Fig. 1: sizing map
Bar = 20 um.
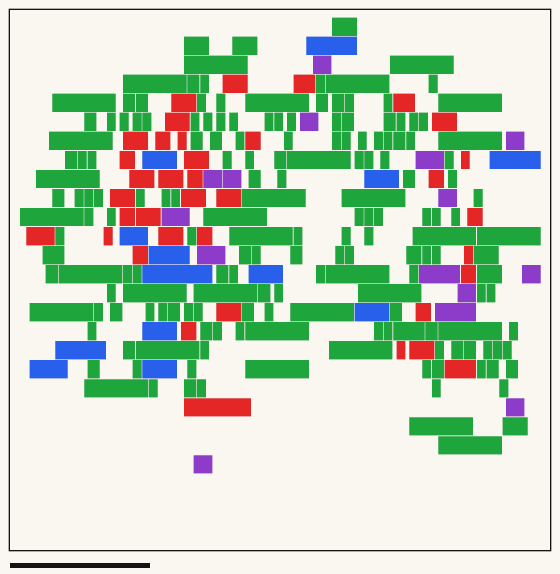
Fig. 2: placement by cell class
Bar = 20 um.
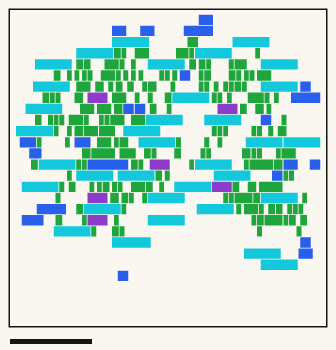
**config.mk**
```make
export PLATFORM = sky130hd
export DESIGN_NAME = clb_param
export DESIGN_NICKNAME = d
export VERILOG_FILES = /design/src/rtl/clb_param_pkg.sv /design/src/rtl/clb_param_lut_n.sv /design/src/rtl/clb_param.sv
export SDC_FILE = /design/constraint.sdc
export NUM_CORES = 1
export LEC_CHECK = 0
export ABC_AREA = 1
export CAP_MARGIN = 20
export CORE_UTILIZATION = 30
export CTS_CLUSTER_SIZE = 20
export DETAILED_ROUTE_END_ITERATION = 12
export SYNTH_ARGS = -nofsm -noshare
export SYNTH_HDL_FRONTEND = slang
export SYNTH_SLANG_ARGS = --single-unit
```
**constraint.sdc**
```tcl
create_clock -name clk -period 2.4 [get_ports clk]
set_input_delay 0.72 -clock clk [delete_from_list [all_inputs] [get_ports clk]]
set_output_delay 0.72 -clock clk [all_outputs]
set_load 0.1 [all_outputs]
```
**src/rtl/clb_param_pkg.sv**
```systemverilog
// Shared definitions for the parametrised CLB: load-FSM encodings, config field
// offsets within one LUT's slice, and standard 3-input truth tables.
package clb_param_pkg;

    typedef enum logic [1:0] {
        CLB_ST_UNCFG = 2'd0,
        CLB_ST_LOAD  = 2'd1,
        CLB_ST_READY = 2'd2
    } clb_state_t;

    // Offsets are relative to a LUT's base; everything after the table depends on K.
    localparam int LUT_TT_OFS = 0;

    function automatic int lut_regsel_ofs(input int k);
        return 2 ** k;
    endfunction

    function automatic int lut_init_ofs(input int k);
        return 2 ** k + 1;
    endfunction

    function automatic int lut_cebyp_ofs(input int k);
        return 2 ** k + 2;
    endfunction

    localparam logic [7:0] AND3_CFG = 8'b1000_0000;
    localparam logic [7:0] XOR3_CFG = 8'b1001_0110;
    localparam logic [7:0] MAJ3_CFG = 8'b1110_1000;
    localparam logic [7:0] OR3_CFG  = 8'b1111_1110;

endpackage

```
**src/rtl/clb_param_lut_n.sv**
```systemverilog
// K-input look-up table: selects one truth-table bit by the input index.
module lut_n #(
    parameter int K = 3
) (
    input  logic [2**K-1:0] tt,
    input  logic [K-1:0]    idx,
    output logic            y
);

    assign y = tt[idx];

endmodule

```
**src/rtl/clb_param.sv**
```systemverilog
// Configurable logic block: serial config chain, NUM_LUT LUTs with pairwise
// cascade, optional registered outputs, and a load FSM gating the outputs.
//
//  state  | meaning
//  UNCFG  | no valid config; outputs held at 0
//  LOAD   | config bits shifting in; outputs held at 0
//  READY  | complete config loaded; outputs live
module clb_param
    import clb_param_pkg::*;
#(
    parameter  int LUT_K   = 3,
    parameter  int NUM_LUT = 2,
    localparam int LUT_W   = 2**LUT_K + 3,
    localparam int CFG_LEN = NUM_LUT*LUT_W + NUM_LUT/2
) (
    input  logic               clk,
    input  logic               rst_n,
    input  logic               cfg_en,
    input  logic               cfg_i,
    output logic               cfg_o,
    input  logic [LUT_K:0]     din,
    input  logic               ce,
    output logic [NUM_LUT-1:0] dout,
    output logic               cfg_done,
    output logic               cfg_err
);

    localparam int CNT_W      = $clog2(CFG_LEN + 1);
    localparam int REGSEL_OFS = lut_regsel_ofs(LUT_K);
    localparam int INIT_OFS   = lut_init_ofs(LUT_K);
    localparam int CEBYP_OFS  = lut_cebyp_ofs(LUT_K);
    localparam logic [CNT_W-1:0] CNT_FULL = CNT_W'(CFG_LEN);

    clb_state_t           state;
    logic [CFG_LEN-1:0]   cfg_reg;
    logic [CNT_W-1:0]     cnt;
    logic [NUM_LUT-1:0]   ff;
    logic [NUM_LUT-1:0]   lut_y;
    logic [NUM_LUT-1:0]   comb;
    logic [NUM_LUT-1:0]   reg_sel;
    logic [NUM_LUT-1:0]   init_v;
    logic [NUM_LUT-1:0]   ce_byp;
    logic [NUM_LUT-1:0]   cap;

    for (genvar i = 0; i < NUM_LUT; i++) begin : g_lut
        lut_n #(.K(LUT_K)) u_lut (
            .tt  (cfg_reg[i*LUT_W + LUT_TT_OFS +: 2**LUT_K]),
            .idx (din[LUT_K-1:0]),
            .y   (lut_y[i])
        );
        assign reg_sel[i] = cfg_reg[i*LUT_W + REGSEL_OFS];
        assign init_v[i]  = cfg_reg[i*LUT_W + INIT_OFS];
        assign ce_byp[i]  = cfg_reg[i*LUT_W + CEBYP_OFS];
    end

    // A cascaded pair forms one (K+1)-input function, steered by din[LUT_K].
    for (genvar p = 0; p < NUM_LUT/2; p++) begin : g_pair
        logic casc;
        logic wide;
        assign casc          = cfg_reg[NUM_LUT*LUT_W + p];
        assign wide          = din[LUT_K] ? lut_y[2*p+1] : lut_y[2*p];
        assign comb[2*p]     = casc ? wide : lut_y[2*p];
        assign comb[2*p+1]   = casc ? wide : lut_y[2*p+1];
    end

    assign cap   = {NUM_LUT{ce}} | ce_byp;
    assign cfg_o = cfg_reg[0];
    assign dout  = (state == CLB_ST_READY) ? ((ff & reg_sel) | (comb & ~reg_sel))
                                           : '0;

    always_ff @(posedge clk or negedge rst_n) begin
        if (!rst_n) begin
            state    <= CLB_ST_UNCFG;
            cfg_reg  <= '0;
            cnt      <= '0;
            ff       <= '0;
            cfg_done <= 1'b0;
            cfg_err  <= 1'b0;
        end else begin
            if (cfg_en) begin
                cfg_reg <= {cfg_i, cfg_reg[CFG_LEN-1:1]};
            end
            case (state)
                CLB_ST_UNCFG: begin
                    if (cfg_en) begin
                        state   <= CLB_ST_LOAD;
                        cnt     <= CNT_W'(1);
                        cfg_err <= 1'b0;
                    end
                end
                CLB_ST_LOAD: begin
                    if (cfg_en) begin
                        if (cnt != CNT_FULL) begin
                            cnt <= cnt + 1'b1;
                        end
                    end else if (cnt == CNT_FULL) begin
                        state    <= CLB_ST_READY;
                        ff       <= init_v;
                        cfg_done <= 1'b1;
                    end else begin
                        state   <= CLB_ST_UNCFG;
                        cfg_err <= 1'b1;
                    end
                end
                CLB_ST_READY: begin
                    ff <= (comb & cap) | (ff & ~cap);
                    if (cfg_en) begin
                        state    <= CLB_ST_LOAD;
                        cnt      <= CNT_W'(1);
                        cfg_err  <= 1'b0;
                        cfg_done <= 1'b0;
                    end
                end
                default: state <= CLB_ST_UNCFG;
            endcase
        end
    end

endmodule

```
==> qor.log <==
[critical_path] library cell appearing most often on the critical path sky130_fd_sc_hd__nand3_2
[synth] Seq/Total Area, Yosys 50.1%
[timing] minimum setup slack in the final design -325 ps
[grt] pin count of the biggest net entering global routing 43
[cells_and_area] # nets final 252
[critical_path] Worst R2R Setup Slack 830 ps
[timing] final critical path time including I/O delays and setup 2720 ps
[power_and_ir_drop] Combinational Power Share 25.1%
[timing] setup repair after global routing missed its margin true
[synth] Yosys Chip Area 1700 um2
[critical_path] worst setup path end dout[1]
[hold_path] startpoint of the most critical hold path cfg_reg[1]$_DFFE_PN0P_
[power_and_ir_drop] register share of total power 47.4%
[critical_path] kind of critical path primary input to output port
[synth] most common cell in the synthesized netlist sky130_fd_sc_hd__nand2_1
[timing] worst relative slew slack 70.0%
[timing] Final Hold Vio Count 0
[timing] final clock period utilization by the worst path 114%
[floorplan] x dimension of the die 77.2 um
[grt] vias in the first global route 1,413
[run_status] run status finished, violations left
[power_and_ir_drop] switching share of power 33.7%
[grt] Overall Global Routing Usage 13.8%
[timing] final count of pins violating max slew 0
[grt] total congestion overflow 0
[floorplan] height of the die 77.2 um
[critical_path] startpoint of the worst register-to-register path cnt[0]$_DFFE_PN0P_
[critical_path] launching element type of the critical path primary input
[critical_path] data arrival time of the critical path 2000 ps
[synth] ys cells 219
[floorplan] row cnt 27
[synth] Cell Area, Synth 1700 um2
[floorplan] effective utilization at floorplan 31.0%
[power_and_ir_drop] VDD IR-drop max 0.000311 V
[synth] top cells by area in the synthesized netlist sky130_fd_sc_hd__dfrtp_1 (50%), sky130_fd_sc_hd__nand2_1 (15%), sky130_fd_sc_hd__inv_1 (8.2%)
[placement] DP HPWL 2.36 mm
[timing] worst hold slack 476 ps
[timing] total negative setup slack -604 ps
[cts] Worst-Skew Late Latency 290 ps
[critical_path] largest driver fanout on the critical path 8
[power_and_ir_drop] areal power density over the cells 694 nW/um2
[grt] wire length of the first global-routing pass 6.38 mm
[synth] post-synthesis area per instance 7.75 um2
[cts] buffers from clock root to sink, at most 2
[critical_path] source of the critical timing path din[0]
[drt] drt first pass iters 4
[cts] number of levels in the clock H-tree 2
[critical_path] Crit-path slowest cell sky130_fd_sc_hd__buf_12
[grt] antenna violations before repair 0
[power_and_ir_drop] Net Sw Power 518 uW
[power_and_ir_drop] clock network fraction of design power 27.5%
[synth] synthesis warning total 0
[critical_path] depth of the worst register-to-register path 8
[cells_and_area] share of final-layout standard cells stronger than drive strength 1 27.0%
[drt] antenna viol nets, final 0
[drt] drt via density 4.52
[synth] top cell type by total area after synthesis sky130_fd_sc_hd__dfrtp_1
[power_and_ir_drop] internal power component 1.02 mW
[synth] post-synth tally of flip-flops with integrated enable 0
[placement] final weighted congestion of routability-driven global placement 0.800
[cts] number of sinks driven by the clock tree 34
[floorplan] Core Area 5470 um2
[power_and_ir_drop] post-layout total power 1.54 mW
[synth] number of nets at floorplan 229
[critical_path] sequence of cells on the critical path buf_8 > buf_12 > inv_12 > nand2_4 > nand3_2 > nand3_2 > nand2_1 > nand2_1 > nand3_2 > nand2_2 > o21ai_2 > clkinvlp_4 > buf_12
[synth] Cell variety after synth 24
[cells_and_area] flip-flop count of the largest register after layout 23
[drt] drt initial violations 71
[synth] Most common reg cell sky130_fd_sc_hd__dfrtp_1
[timing] setup-violating endpoint count in the final report 2
[power_and_ir_drop] static leakage 1.06 nW
[drt] DRC violation count after routing 0
[drt] detailed-route via count 1,415
[drt] drt total wl 3.63 mm
[run_status] violated checks negative setup slack
[cts] TritonCTS Buffers 5
[synth] Largest type area fraction 50.1%
Back to the opening pictures, Fig. 1:
[green] drive 1 or less | cells: 176 | share: 73% | most used: nand2_1
[purple] drive 3 to 4 | cells: 15 | share: 6.2% | most used: buf_4
[red] drive 2 | cells: 37 | share: 15% | most used: nand3_2
[blue] drive 6 and up | cells: 13 | share: 5.4% | most used: clkbuf_8

Back to the opening pictures, Fig. 2:
[cyan] flip-flops | cells: 34 | share of their area: 40%
[blue] other buffers and delay cells | cells: 22 | share of their area: 12%
[purple] clock drivers and dummy loads | cells: 6 | share of their area: 3.9%
[green] all other logic | cells: 179 | share of their area: 44%

==> routing by layer <==
metal / wire length (um) / vias to the layer above / track usage, %
li1: - / 723 / -
met1: 1700 / 652 / 17.2
met2: 1670 / 25 / 20.9
met3: 106 / 15 / 3.45
met4: 159 / 0 / 9.62
met5: 0 / - / 0
==> stage by stage <==
stage,instances,setup slack (ps),utilization [%],instance area (um2)
2_1_floorplan,219,-261,-,1750
3_3_place_gp,304,-700,36.5,2000
3_5_place_dp,304,-719,36.5,2000
4_1_cts,313,-249,40.3,2210
5_1_grt,313,-383,40.5,2220
6_report,313,-325,40.5,2220
==> worst min path at each step <==
| stage | end | cells after the start |
|---|---|---|
| after detailed placement | cfg_reg[1]$_DFFE_PN0P_ | 2 |
| final | cfg_reg[0]$_DFFE_PN0P_ | 2 |
| after CTS | cfg_reg[1]$_DFFE_PN0P_ | 2 |
| after global routing | cfg_reg[2]$_DFFE_PN0P_ | 2 |
| after global placement | cfg_reg[1]$_DFFE_PN0P_ | 2 |
| after floorplan | async pin | 0 |
==> critical path, delay by kind of cell <==
family | cells | cell delay (ps)
AOI/OAI and AO/OA | 1 | 160
buffers and inverters | 5 | 600
and+or+nand+nor | 7 | 510
==> area by class of cell <==
cell class,count,area [um2]
flip-flops and latches,34,852
fillers,571,3260
clock buffers,6,82.6
inverters,40,166
repair buffers,22,251
multi-input cells,139,773
well taps,72,90.1
==> repair_timing <==
| item | CTS | global route |
|---|---|---|
| gates resized | 35 | 2 |
| setup endpoints to repair | 2 | 2 |
| hold buffers | 0 | 0 |
| gates cloned | 1 | 0 |
| hold endpoints to repair | 0 | 0 |
| buffers inserted | 2 | 0 |
| pin swaps | 9 | 0 |
==> power by group through the flow <==
stage	combinational, mW	sequential, mW	clock (mW)
after floorplan	0.198	0.786	0
after global placement	0.341	0.738	0
after detailed placement	0.347	0.739	0
after CTS	0.382	0.730	0.433
after global routing	0.434	0.743	0.457
final	0.387	0.729	0.423
==> cells by family after synthesis <==
| logic type | synth area share (%) |
|---|---|
| buffers and inverters | 10.6 |
| flip-flops | 50.1 |
| AND/OR/NAND/NOR | 27.1 |
| AND-OR/OR-AND | 11.4 |
| adder cells (fa/ha/maj) | 0.737 |
==> layout by cell type (no fill, tap or decap), drive strengths merged, types with 4 or more instances in the layout <==
master,Yosys,layout
inv,40,39
nand2,70,70
clkdlybuf4s50,0,5
buf,3,15
nor2,11,11
a21oi,8,8
dfrtp,34,34
nor3,4,4
o21ai,23,23
nand3,18,18
clkbuf,3,6
Power and IR drop assume default switching activity.
